**config.mk**
```make
export PLATFORM = sky130hd
export DESIGN_NAME = i2s_slave_rx
export DESIGN_NICKNAME = d
export VERILOG_FILES = /design/src/rtl/i2s_slave_rx.sv
export SDC_FILE = /design/constraint.sdc
export NUM_CORES = 1
export LEC_CHECK = 0
export ABC_CLOCK_PERIOD_IN_PS = 5850
export CORE_UTILIZATION = 55
export DETAILED_ROUTE_END_ITERATION = 10
export GPL_TIMING_DRIVEN = 0
export PLACE_DENSITY_LB_ADDON = 0.12
export SYNTH_ARGS = -nofsm -noshare
export SYNTH_HDL_FRONTEND = slang
export SYNTH_SLANG_ARGS = --single-unit
```
**constraint.sdc**
```tcl
create_clock -name clk -period 5.85 [get_ports clk]
set_clock_uncertainty 0.05 [all_clocks]
set_input_delay 1.17 -clock clk [delete_from_list [all_inputs] [get_ports clk]]
set_output_delay 1.17 -clock clk [all_outputs]
set_load 0.005 [all_outputs]
```
**src/rtl/i2s_slave_rx.sv**
```systemverilog
// i2s_slave_rx: codec-side I2S receiver clocked by the bus.
// sclk/lrck/sdi are oversampled in the clk domain. Standard I2S frames are deserialised:
// one delay bit after each lrck edge, then the data MSB first. Each left/right pair is
// presented on a valid/ready stream. A pair that completes while the output is still
// occupied is dropped and reported on ovf.
// Optional feature: define I2S_SLV_RX_FRAME_CHK_EN to add the frame_err short-slot detector.
`timescale 1ns/1ps
module i2s_slave_rx #(
  parameter int unsigned DATA_W = 24,
  parameter int unsigned SYNC_W = 2
) (
  input  logic              clk,
  input  logic              rst_n,
  input  logic              sclk,
  input  logic              lrck,
  input  logic              sdi,
  output logic [DATA_W-1:0] out_left,
  output logic [DATA_W-1:0] out_right,
  output logic              out_vld,
  input  logic              out_rdy,
  output logic              ovf
`ifdef I2S_SLV_RX_FRAME_CHK_EN
  ,
  output logic              frame_err
`endif
);

  localparam int unsigned      CNT_W    = $clog2(DATA_W + 1);
  localparam logic [CNT_W-1:0] CNT_FULL = CNT_W'(DATA_W);
  localparam logic [CNT_W-1:0] CNT_LAST = CNT_W'(DATA_W - 1);
  localparam logic [CNT_W-1:0] CNT_ONE  = CNT_W'(1);

  // Synchroniser chains; index SYNC_W-1 is the settled sample
  logic [SYNC_W-1:0] sclk_sync_q, sclk_sync_d;
  logic [SYNC_W-1:0] lrck_sync_q, lrck_sync_d;
  logic [SYNC_W-1:0] sdi_sync_q,  sdi_sync_d;
  logic              sclk_dly_q,  sclk_dly_d;

  // Deserialiser state
  logic              started_q,   started_d;
  logic              lrck_prev_q, lrck_prev_d;
  logic              chan_q,      chan_d;
  logic [CNT_W-1:0]  bit_cnt_q,   bit_cnt_d;
  logic [DATA_W-2:0] shreg_q,     shreg_d;
  logic [DATA_W-1:0] lhold_q,     lhold_d;
  logic              have_left_q, have_left_d;

  // Output stage
  logic [DATA_W-1:0] out_left_q,  out_left_d;
  logic [DATA_W-1:0] out_right_q, out_right_d;
  logic              out_vld_q,   out_vld_d;
  logic              ovf_q,       ovf_d;
`ifdef I2S_SLV_RX_FRAME_CHK_EN
  logic              frame_err_q, frame_err_d;
  logic              slot_short;
`endif

  logic              sclk_s, lrck_s, sdi_s;
  logic              tick;
  logic [DATA_W-1:0] word;
  logic              pair_done;

  assign sclk_s = sclk_sync_q[SYNC_W-1];
  assign lrck_s = lrck_sync_q[SYNC_W-1];
  assign sdi_s  = sdi_sync_q[SYNC_W-1];
  assign tick   = sclk_s & ~sclk_dly_q;
  // shreg holds only the first DATA_W-1 bits; the word is complete with the current sdi
  assign word   = {shreg_q, sdi_s};

  // Shift the external lines into the synchronisers and delay sclk for edge detection
  always_comb begin
    sclk_sync_d = {sclk_sync_q[SYNC_W-2:0], sclk};
    lrck_sync_d = {lrck_sync_q[SYNC_W-2:0], lrck};
    sdi_sync_d  = {sdi_sync_q[SYNC_W-2:0],  sdi};
    sclk_dly_d  = sclk_s;
  end

  // Slot tracking and word assembly on each sclk rise
  always_comb begin
    started_d   = started_q;
    lrck_prev_d = lrck_prev_q;
    chan_d      = chan_q;
    bit_cnt_d   = bit_cnt_q;
    shreg_d     = shreg_q;
    lhold_d     = lhold_q;
    have_left_d = have_left_q;
    pair_done   = 1'b0;
`ifdef I2S_SLV_RX_FRAME_CHK_EN
    slot_short  = 1'b0;
`endif
    if (tick) begin
      started_d   = 1'b1;
      lrck_prev_d = lrck_s;
      if (started_q && (lrck_s != lrck_prev_q)) begin
        // Slot start: this tick carries the delay bit, which is discarded
        bit_cnt_d = '0;
        chan_d    = lrck_s;
`ifdef I2S_SLV_RX_FRAME_CHK_EN
        slot_short = (bit_cnt_q < CNT_FULL);
        if (slot_short) begin
          have_left_d = 1'b0;
        end
`endif
      end else if (bit_cnt_q < CNT_FULL) begin
        shreg_d   = word[DATA_W-2:0];
        bit_cnt_d = bit_cnt_q + CNT_ONE;
        if (bit_cnt_q == CNT_LAST) begin
          if (!chan_q) begin
            lhold_d     = word;
            have_left_d = 1'b1;
          end else if (have_left_q) begin
            pair_done   = 1'b1;
            have_left_d = 1'b0;
          end
        end
      end
    end
  end

  // Output handshake: load on free or simultaneously-draining output, else drop and flag
  always_comb begin
    out_left_d  = out_left_q;
    out_right_d = out_right_q;
    out_vld_d   = out_vld_q & ~out_rdy;
    ovf_d       = 1'b0;
    if (pair_done) begin
      if (!out_vld_q || out_rdy) begin
        out_left_d  = lhold_q;
        out_right_d = word;
        out_vld_d   = 1'b1;
      end else begin
        ovf_d = 1'b1;
      end
    end
  end

`ifdef I2S_SLV_RX_FRAME_CHK_EN
  // Short-slot pulse
  always_comb begin
    frame_err_d = slot_short;
  end
`endif

  // State registers; bit_cnt resets saturated so nothing is captured before a real slot start
  always_ff @(posedge clk or negedge rst_n) begin
    if (!rst_n) begin
      sclk_sync_q <= '0;
      lrck_sync_q <= '0;
      sdi_sync_q  <= '0;
      sclk_dly_q  <= 1'b0;
      started_q   <= 1'b0;
      lrck_prev_q <= 1'b0;
      chan_q      <= 1'b0;
      bit_cnt_q   <= CNT_FULL;
      shreg_q     <= '0;
      lhold_q     <= '0;
      have_left_q <= 1'b0;
      out_left_q  <= '0;
      out_right_q <= '0;
      out_vld_q   <= 1'b0;
      ovf_q       <= 1'b0;
`ifdef I2S_SLV_RX_FRAME_CHK_EN
      frame_err_q <= 1'b0;
`endif
    end else begin
      sclk_sync_q <= sclk_sync_d;
      lrck_sync_q <= lrck_sync_d;
      sdi_sync_q  <= sdi_sync_d;
      sclk_dly_q  <= sclk_dly_d;
      started_q   <= started_d;
      lrck_prev_q <= lrck_prev_d;
      chan_q      <= chan_d;
      bit_cnt_q   <= bit_cnt_d;
      shreg_q     <= shreg_d;
      lhold_q     <= lhold_d;
      have_left_q <= have_left_d;
      out_left_q  <= out_left_d;
      out_right_q <= out_right_d;
      out_vld_q   <= out_vld_d;
      ovf_q       <= ovf_d;
`ifdef I2S_SLV_RX_FRAME_CHK_EN
      frame_err_q <= frame_err_d;
`endif
    end
  end

  assign out_left  = out_left_q;
  assign out_right = out_right_q;
  assign out_vld   = out_vld_q;
  assign ovf       = ovf_q;
`ifdef I2S_SLV_RX_FRAME_CHK_EN
  assign frame_err = frame_err_q;
`endif

endmodule
```
Metal 2:
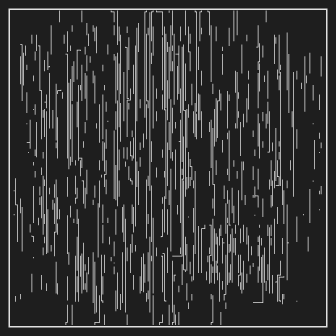
- wire length on this layer: 3,800 um
- main direction: vertical
- nets with wire on the layer: 331

Routing congestion map:
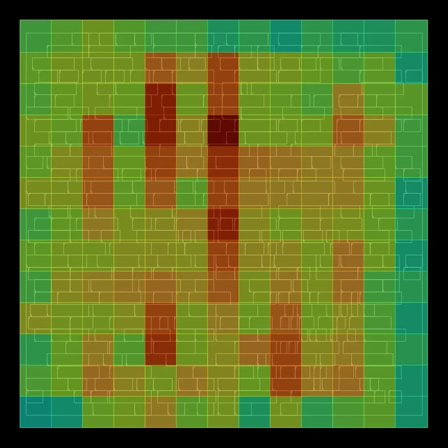
busiest grt layer: met2
met2 Use GR: 34.6%
Routed WL per cell: 17.0 um
met3 usage: 7.19%

Routed metal per tile:
Scale bar: 20 um. 18 x 18 tiles, from black (low) to pale yellow (high), scaled to the fullest tile. Values are wire area over tile area, all layers added.
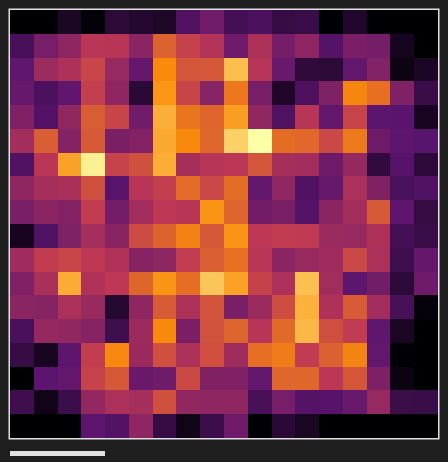
- densest ninth of the die: middle
- mean over tiles: 0.14
- nearly empty tiles: 7.1%
- tiles over half the peak: 30%

M1 wires:
Scale bar: 20 um.
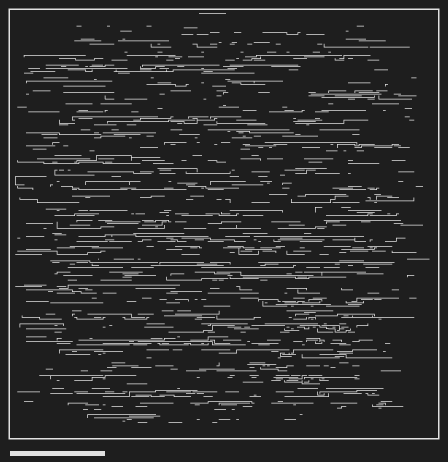
- longest straight run: 28.5 um
- nets with wire on the layer: 302
- share of all routed wire: 45%
- wire length on this layer: 3,380 um
- main direction: horizontal

[synth_stat cells (all sizes together)]
master	instances	share of area, %
a21oi	2	0.32
nand3	1	0.12
inv	1	0.088
a31o	1	0.21
ha	1	0.29
nor2	4	0.35
nand2b	5	0.74
a22o	1	0.21
clkbuf	1	0.12
o21ai	3	0.35
nor3	1	0.24
nand4b	1	0.21
xor2	1	0.21
mux2	97	26
nor2b	2	0.47
nand2	8	0.71
or3	1	0.15
dfstp	2	1.2
a2111o	1	0.26
a41oi	1	0.21
buf	9	2.1
dfrtp	111	65
a2bb2oi	1	0.21
a21o	1	0.18
==> results.py <==
# Metrics from the implementation run
metrics = {
    "run_status": {
        "status": "completed",
    },
    "die": {
        "row_count": 31,
        "initial_core_util_pct": 57.7,
        "core_area_sq_um": 7370,
        "die_width_um": 89.9,
        "die_y_um": 89.9,
    },
    "run": {
        "cap_violations": 0,
    },
    "worst_hold_path": {
        "holdPathEnd": "sdi_sync_q[1]",
        "hp-start": "sdi_sync_q[0]",
        "holdPathStages": 0,
    },
    "cells_and_area": {
        "n_antenna_cell": 0,
        "lay_top_cells": "dfrtp_1, mux2_2, clkdlybuf4s50_1",
        "n_clock_buffer": 23,
        "stdcell_area_sq_um": 5580,
        "buffer_area_share_pct": 12.0,
        "ff_latch_area_sq_um": 2830,
    },
    "worst_setup_path": {
        "path_class": "reg2out",
        "crit_family": "buffers and inverters",
        "critical_path.endpoint": "out_right[22]",
        "cp-startpoint": "out_right[22]",
        "startpoint_type": "register",
        "crit_arrival_ns": 1.41,
        "cp_max_fo": 2,
    },
    "timing": {
        "max_freq_mhz": 380,
        "relSlewSlack_pct": 56.0,
        "period_minus_slack_ns": 2.63,
        "finalSetupTns_ns": 0,
        "final.setup.worst_slack_ns": 3.22,
    },
    "cts": {
        "postCtsSetupBuffers": 0,
        "root_buffer": "clkbuf_8",
        "cts_tree": "yes",
        "cts_hold_buf": 0,
        "cts_sinks": 113,
        "numCtsBuffers": 17,
    },
    "power": {
        "irDropWorstVdd_mv": 0.300,
        "p_sw_share_pct": 20.9,
        "total_leakage_power_nw": 2.68,
        "total_power_w": 0.00204,
        "p_switching_w": 0.000427,
        "internal_power_w": 0.00161,
        "p_seq_w": 0.000877,
        "p_per_area_nw_per_um2": 365,
        "pg_comb_w": 0.0000871,
    },
    "synthesis": {
        "yosys_cells": 257,
        "syn_area_per_cell_sq_um": 16.5,
        "ys.warnings.count": 0,
        "ys_sh_aoi_pct": 1.94,
        "ys_sh_mux_pct": 25.7,
        "syn_inst": 257,
        "ys_area_sq_um": 4250,
        "synth-simple-area-share_pct": 2.97,
        "adder_share_pct": 0.294,
        "synth_nets": 264,
    },
    "global_routing": {
        "grt_pass1_wl_mm": 13.0,
        "grt_max_degree": 64,
        "use_met1_pct": 27.3,
        "grt_overflow": 0,
    },
    "route": {
        "drt-vias-per-instance": 5.27,
        "wl_met2_mm": 3.80,
        "first_pass_iters": 4,
    },
}
No activity file was given, so power comes from the tool's default toggle rates.
